Design control_unit, sky130hd; sources not shown.
run_1/layer_met1.png
The bar under the picture is 20 µm long. Supply wires on this layer in grey.
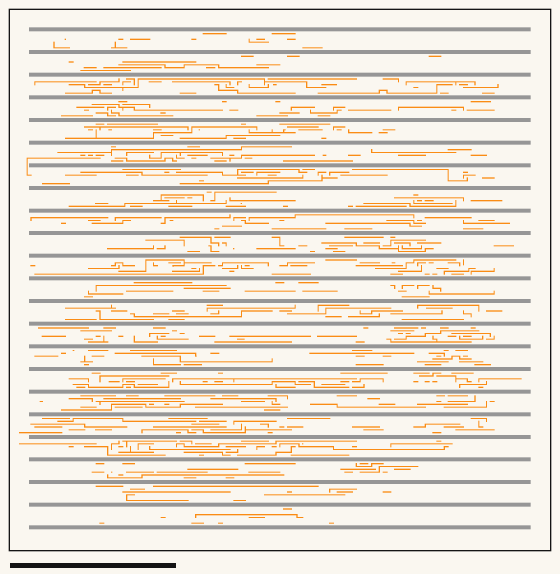
The layer holds 47% of the routed length. The layer carries 2050 µm of wire. The wires run mostly horizontal. 244 nets have wire on it.
Total Wirelength: 4.32 mm
DR vias: 1714
met1 Resource Use GR: 29.3%

run_1/layer_met2.png
The bar under the picture is 20 µm long.
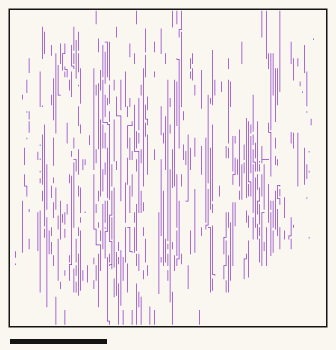
The layer holds 47% of the routed length. The wires run mostly vertical. The longest straight run is 33.0 µm.
met2 demand-to-capacity share in global routing: 36.9%

run_1/layer_met3.png
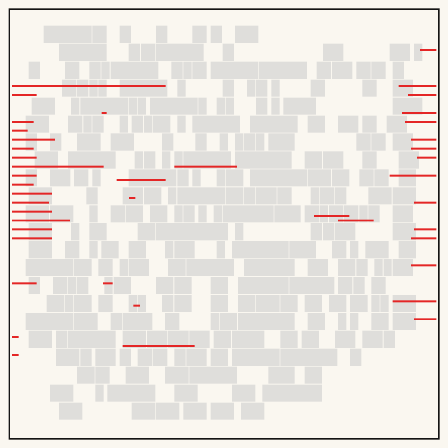
The layer holds 4.8% of the routed length. The longest straight run is 23.0 µm. 40 nets have wire on it.
met3 routing resource usage after global routing: 2.08%

==> results.env, run 1 <==
POST-ROUTE-UTIL_PCT=65.4
FINAL-SETUP-VIOL-COUNT=0
CTS-HOLD-FIX-BUFFERS=0
SETUP.WORST_PATH.CLASS='flip-flop to output port'
TOP_LEVEL_PINS=54
GRT_MAX_DEGREE=17
YOSYS-STAT-AREA_UM2=1670
FIN_WORST_HOLD_SLACK_PS=463
FIRST_GLOBAL_VIAS=1592
GRT_USE_TOTAL_PCT=21.7
MAXSLEWHEADROOM_PCT=60.9
SYNTH.DISTINCT_CELLS=46
MULTI_INPUT_COMB_AREA_UM2=1010
DOMINANTREGCELLSYNTH='sky130_fd_sc_hd__dfxtp_1'
SYNTHARSTFLOPSHARE_PCT=0
PRE_CTS_WS_PS=57.0
TIMING.CRITICAL_PATH.SLOWEST_STAGE_CELL='sky130_fd_sc_hd__or4b_1'
WORSTPATHREQUIRED_PS=1920
INSERTION_DELAY_PS=330
CHIP_AREA_UM2=4210
DRTPASS1ITERATIONS=5
TIMING_MAX_TRANSITION_VIOLATIONS_FINAL=0
HOLD_PATH.CLASS='flip-flop to flip-flop'
FINAL.MIN_CLOCK_PERIOD_PS=2300
TOTAL_POWER_mW=1.03
FIRST_PASS_GRT_WIRE_LENGTH_MM=7.36
LAYOUT_SETUP_WS_PS=99.4
PLACE.GP.CONGESTION=0.881
WORSTSETUPENDPOINTTYPE='output port'
SYN_AREA_PER_CELL_UM2=7.69
POWER.NET_SWITCHING_mW=0.274
P_INT_mW=0.761
CTS.REPORTEDPATHS.CLKPINSLEW_PS=160
TOOL_WARNINGS=28
YS.FLOPS=28
NET_COUNT_FINAL=287
HOLD_PATH_DEPTH=2
TIMING.MAX_CAP.VIOLATIONS=0
RESULT_OF_THE_RUN='complete, no violations'
CORE_AREA_UM2=3610
LEAKAGE_nW=0.959
SWITCHING_SHARE_PCT=26.5
YS_CELLS=217
TOTAL_NUMBER_OF_PLACEMENT_ROWS=22
ANTENNA_FOUND_INITIAL=0
INITIALDRTVIOLATIONCOUNT=66
CTS-BUFFERS-INSERTED=3
P_PER_AREA_nW_PER_UM2=439
FF2FF_SETUP_SLACK_PS=380
FINAL_CELL_AREA_UM2=2360
DIE_W_UM=64.9
OVERFLOW=0
SEQ_POWER_SHARE_PCT=48.9
DIE_H_UM=64.9
MAPPEDNETLISTAREA_UM2=1670
VDD_IR_DROP_MAX_uV=295
FIN_SKEW_PS=12.5
CORE_DENSITY_AT_FLOORPLAN_PCT=46.3
CTS_BUFFER_DEPTH=2
POST_ROUTE_CELLS_DRIVE_ABOVE_1_SHARE_PCT=21.2
POWER.CLOCK.FRACTION_PCT=30.0
FF2FF_PATH_DEPTH=7
ROUTE.DETAILED.DRC=0
DP.CELLS=313
AREA.GROWTH.SYNTH_TO_FINAL_PCT=41.4
LAYOUT_TOP_CELL_EXCL_FILL_TAP='sky130_fd_sc_hd__nand2_1'
VIASPERCELL=5.32
FINAL_MIN_PERIOD_OVER_CLOCK_PERIOD_PCT=95.9
## run 1: power by group through the flow
stage / logic (mW) / clock network (mW) / registers (mW)
finish: 0.218 / 0.310 / 0.506
CTS: 0.216 / 0.315 / 0.507
global placement: 0.206 / 0 / 0.514
global route: 0.238 / 0.332 / 0.510
floorplan: 0.122 / 0 / 0.513
detailed placement: 0.208 / 0 / 0.515
## run 1: area by class of cell
cell class | count | area share, %
multi-input cells | 163 | 42.9
repair buffers | 76 | 27.4
flip-flops and latches | 28 | 24.4
well taps | 48 | 2.55
clock inverters | 1 | 1.27
clock buffers | 3 | 0.954
inverters | 3 | 0.477
## run 1: critical path: cells and delay by family (launching register included)
| kind | cells | cell delay [ps] |
|---|---|---|
| buf+inv | 2 | 330 |
| mux | 1 | 240 |
| flops | 1 | 370 |
| simple gates | 1 | 560 |
## run 1: logic make-up (layout without fill, tap and decap cells)
kind of cell | count (synthesis) | in the layout | synth area share (%)
AND-OR/OR-AND | 45 | 45 | 17.1
XOR/XNOR | 3 | 3 | 1.57
adder cells (fa/ha/maj) | 1 | 1 | 0.750
buffers and inverters | 26 | 83 | 8.70
flip-flops | 28 | 28 | 33.6
multiplexers | 3 | 3 | 1.80
other | 1 | 1 | 0.225
AND/OR/NAND/NOR | 110 | 110 | 36.3
## run 1: per-layer routing
| layer | track usage (%) | vias to the layer above | wire (µm) |
|---|---|---|---|
| li1 | - | 868 | - |
| met1 | 29.3 | 793 | 2050 |
| met2 | 36.9 | 47 | 2010 |
| met3 | 2.08 | 6 | 205 |
| met4 | 5.85 | 0 | 56 |
| met5 | 0 | - | 0 |
## run 1: cell usage after synthesis, types with 3 or more instances
cell type / n / area share (%)
sky130_fd_sc_hd__a21oi_1: 18 / 5.4
sky130_fd_sc_hd__o21ai_0: 4 / 1.2
sky130_fd_sc_hd__nand2_1: 40 / 9.0
sky130_fd_sc_hd__and4_1: 3 / 1.6
sky130_fd_sc_hd__nor2b_1: 10 / 3.7
sky130_fd_sc_hd__dfxtp_1: 28 / 34
sky130_fd_sc_hd__nand3_1: 3 / 0.90
sky130_fd_sc_hd__a22oi_1: 3 / 1.3
sky130_fd_sc_hd__buf_2: 8 / 2.4
sky130_fd_sc_hd__nor2_1: 13 / 2.9
sky130_fd_sc_hd__buf_4: 10 / 4.5
sky130_fd_sc_hd__nor3b_1: 4 / 1.8
sky130_fd_sc_hd__nor3_1: 6 / 1.8
sky130_fd_sc_hd__mux2i_1: 3 / 1.8
sky130_fd_sc_hd__and3_1: 4 / 1.5
sky130_fd_sc_hd__clkbuf_1: 5 / 1.1
sky130_fd_sc_hd__and2_1: 14 / 5.2
sky130_fd_sc_hd__a211oi_1: 3 / 1.3
## run 1: repair_timing
item | in CTS | in global routing
buffers inserted | 2 | 3
resized | 68 | 6
setup endpoints to repair | 26 | 21
pin swaps | 3 | 1
## Run 2: what changed since run 1
--- a/config.mk
+++ b/config.mk
@@ -12,6 +12,7 @@
 export DETAILED_ROUTE_END_ITERATION = 6
 export PLACE_DENSITY_LB_ADDON = 0.3
 export SETUP_SLACK_MARGIN = 0.15
+export SKIP_LAST_GASP = 1
 export SLEW_MARGIN = 25
 export SYNTH_ARGS = -nofsm -noshare
 export SYNTH_HDL_FRONTEND = slang
run_2/layer_met1.png
The bar under the picture is 20 µm long. Supply wires on this layer in grey.
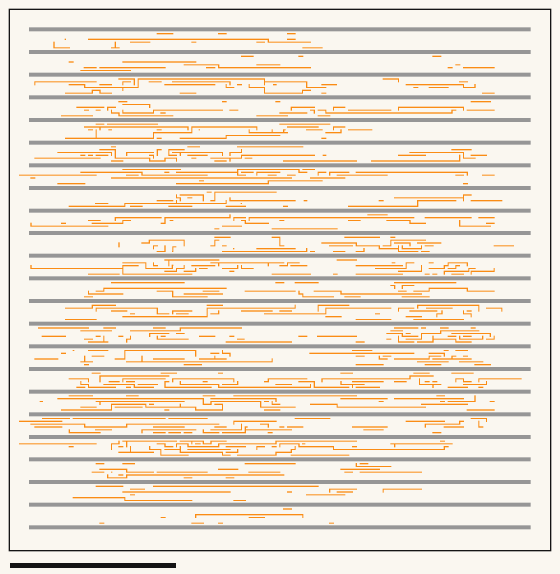
The layer carries 2060 µm of wire. 245 nets have wire on it.
Total Wirelength: 4.25 mm
met1 Resource Use GR: 28.9%
DR vias: 1705

run_2/congestion.png
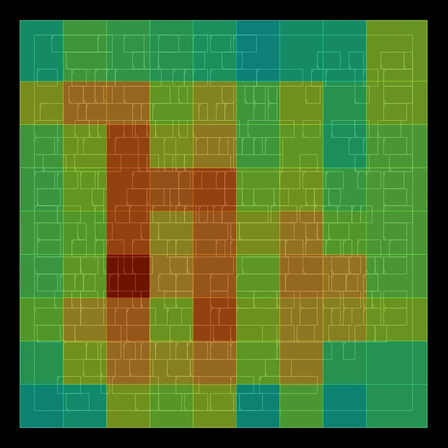
met2 demand-to-capacity share in global routing: 35.8%
final cell utilization of the core: 66.1%

==> results.env, run 2 <==
TOTAL_NUMBER_OF_PLACEMENT_ROWS=22
RESULT_OF_THE_RUN='finished, violations left'
YS_CELLS=217
MAXSLEWHEADROOM_PCT=61.1
HOLD_PATH_DEPTH=2
SYNTH.DISTINCT_CELLS=46
PLACEMENT.IO_BUFFERS=52
SYNTH_AREA_LEADER_CELL='sky130_fd_sc_hd__dfxtp_1'
YOSYS-STAT-AREA_UM2=1670
TIMING.CRITICAL_PATH.SLOWEST_STAGE_CELL='sky130_fd_sc_hd__clkdlybuf4s50_1'
GRT_USE_TOTAL_PCT=21.3
CRITPATHLAUNCHTYPE='flip-flop'
LAYOUT_TOP_CELL_EXCL_FILL_TAP='sky130_fd_sc_hd__nand2_1'
CP_MAX_FO=4
TOPCELLSBYAREA='sky130_fd_sc_hd__dfxtp_1 (34%), sky130_fd_sc_hd__nand2_1 (9.0%), sky130_fd_sc_hd__a21oi_1 (5.4%)'
DOMINANTREGCELLSYNTH='sky130_fd_sc_hd__dfxtp_1'
VIOLATIONS_IN_THE_FINAL_REPORTS='setup timing'
SYN_AREA_PER_CELL_UM2=7.69
P_PER_AREA_nW_PER_UM2=432
VIASPERCELL=5.33
DIE_W_UM=64.9
PLACE.GP.CONGESTION=0.881
CHIP_AREA_UM2=4210
FIRST_PASS_GRT_WIRE_LENGTH_MM=7.24
FF2FF_SETUP_SLACK_PS=380
PLACE.DETAILED.HPWL_MM=3.15
LEAKAGE_nW=0.978
SETUP.WORST_PATH.CLASS='flip-flop to output port'
SYNTH.TOP_CELL.AREA_SHARE_PCT=33.6
PRE_CTS_WS_PS=57.0
CTS.HTREE.LEVELS=1
CTS_BUFFER_DEPTH=2
NET_COUNT_FINAL=285
FMAXACHIEVABLE_GHz=0.411
ANT_NETS=0
FIRST_GLOBAL_VIAS=1588
SYNTHARSTFLOPSHARE_PCT=0
YS_TOP_CELLS_BY_COUNT='sky130_fd_sc_hd__nand2_1 (40), sky130_fd_sc_hd__dfxtp_1 (28), sky130_fd_sc_hd__a21oi_1 (18)'
DIE_H_UM=64.9
FINAL_MIN_PERIOD_OVER_CLOCK_PERIOD_PCT=101
POST-SYNTH-TOP-COUNT-CELL='sky130_fd_sc_hd__nand2_1'
CLOCK_ROOT_BUFFER='sky130_fd_sc_hd__clkbuf_4'
CRITICAL_PATH.CELL_CHAIN='nor3b_4 > and4_1 > nor2b_2 > buf_4 > clkdlybuf4s50_1'
YS.FLOPS=28
FF2FF_PATH_DEPTH=7
CP.ARRIVAL_PS=1950
HOLD_PATH.CLASS='flip-flop to flip-flop'
TOTAL_POWER_mW=1.03
CORE_DENSITY_AT_FLOORPLAN_PCT=46.3
SETUP_REPAIR_AFTER_GLOBAL_ROUTING_MISSED_ITS_MARGIN='true'
FIN_SKEW_PS=9.22
TIMING.MAX_CAP.VIOLATIONS=0
FIN_WORST_HOLD_SLACK_PS=462
TIMING_MAX_TRANSITION_VIOLATIONS_FINAL=0
TOP_LEVEL_PINS=54
INSERTION_DELAY_PS=330
INITIALDRTVIOLATIONCOUNT=87
POST_ROUTE_CELLS_DRIVE_ABOVE_1_SHARE_PCT=15.8
FINAL_CELL_AREA_UM2=2380
MAPPEDNETLISTAREA_UM2=1670
SYN_INST=217
GRT_MAX_DEGREE=17
TOOL_WARNINGS=28
ROUTE.DETAILED.DRC=0
CTS.SINKS=28
DRTPASS1ITERATIONS=4
FINAL.MIN_CLOCK_PERIOD_PS=2430
YS_SEQ_SHARE_PCT=33.6
OVERFLOW=0
CTS-BUFFERS-INSERTED=3
WORSTSETUPENDPOINTTYPE='output port'
MAX_SLEW.WORST_PIN.SLEW_PS=582
FINAL-HOLD-VIOLATION-COUNT=0
ENABLE_FLOP_CELLS=0
WORSTPATHREQUIRED_PS=1920
VDD_IR_DROP_MAX_uV=293
LAYOUT_SETUP_WS_PS=-30.4
ANTENNA_FOUND_INITIAL=0
FINAL-SETUP-VIOL-COUNT=3
CTS.REPORTEDPATHS.CLKPINSLEW_PS=160
AREA.GROWTH.SYNTH_TO_FINAL_PCT=42.7
CORE_AREA_UM2=3610
ANTENNA_CELLS=0
WORST_PATH_LARGEST_CELL_DELAY_PS=530
CLOCK_TREE_FROM_TRITONCTS='done'
run 2: cell count changes in the layout (fill, tap and decap cells not counted), sizes merged:
cell | previous run | this run
clkdlybuf4s15 | 1 | 0
clkbuf | 4 | 3
clkdlybuf4s50 | 29 | 37
dlymetal6s2s | 1 | 4
buf | 33 | 22
run 2: metal layers:
layer / global-route usage [%] / routed length (µm) / vias to the layer above
met5: 0 / 0 / -
met1: 28.9 / 2060 / 790
met4: 5.85 / 36 / 0
li1: - / - / 862
met3: 2.08 / 171 / 4
met2: 35.8 / 1990 / 49
run 2: critical path: cells and delay by family, from the launching register on:
kind	cells	cell delay [ps]
AND/OR/NAND/NOR	3	590
buffers and inverters	2	650
flip-flops	1	390
run 2: what timing repair did:
action                                  4_1_cts  5_1_grt
hold buffers                                  0        0
resized                                      22        7
endpoints found under the setup margin       26       25
pin swaps                                     3        1
setup buffers                                 2        1
run 2: cell type report:
class	instances	area (µm²)
repair buffers	74	682
clock buffers	3	22.5
well taps	48	60.1
multi-input cells	163	1010
fillers	339	1220
inverters	3	11.3
flip-flops and latches	28	571
clock inverters	1	30.0
run 2: cells by family after synthesis:
family | after synthesis | share of synthesized area [%]
and+or+nand+nor | 110 | 36.3
AOI/OAI and AO/OA | 45 | 17.1
DFF | 28 | 33.6
buffers and inverters | 26 | 8.70
xor gates and xnor gates | 3 | 1.57
muxes | 3 | 1.80
adders and majority gates | 1 | 0.750
other | 1 | 0.225
run 2: metrics by stage:
stage / cells / TNS [ps]
after floorplan: 217 / 0
after global placement: 313 / 0
after detailed placement: 313 / 0
after CTS: 319 / -452
after global routing: 320 / -1340
final: 320 / -73.5
run 2: where the power goes:
| group | switching [mW] | internal, mW | leakage (nW) |
|---|---|---|---|
| Clock | 0.140 | 0.169 | 0.0279 |
| Sequential | 0.0229 | 0.483 | 0.229 |
| Combinational | 0.108 | 0.108 | 0.721 |
| Total | 0.270 | 0.759 | 0.978 |
No activity file was given, so power comes from the tool's default toggle rates.
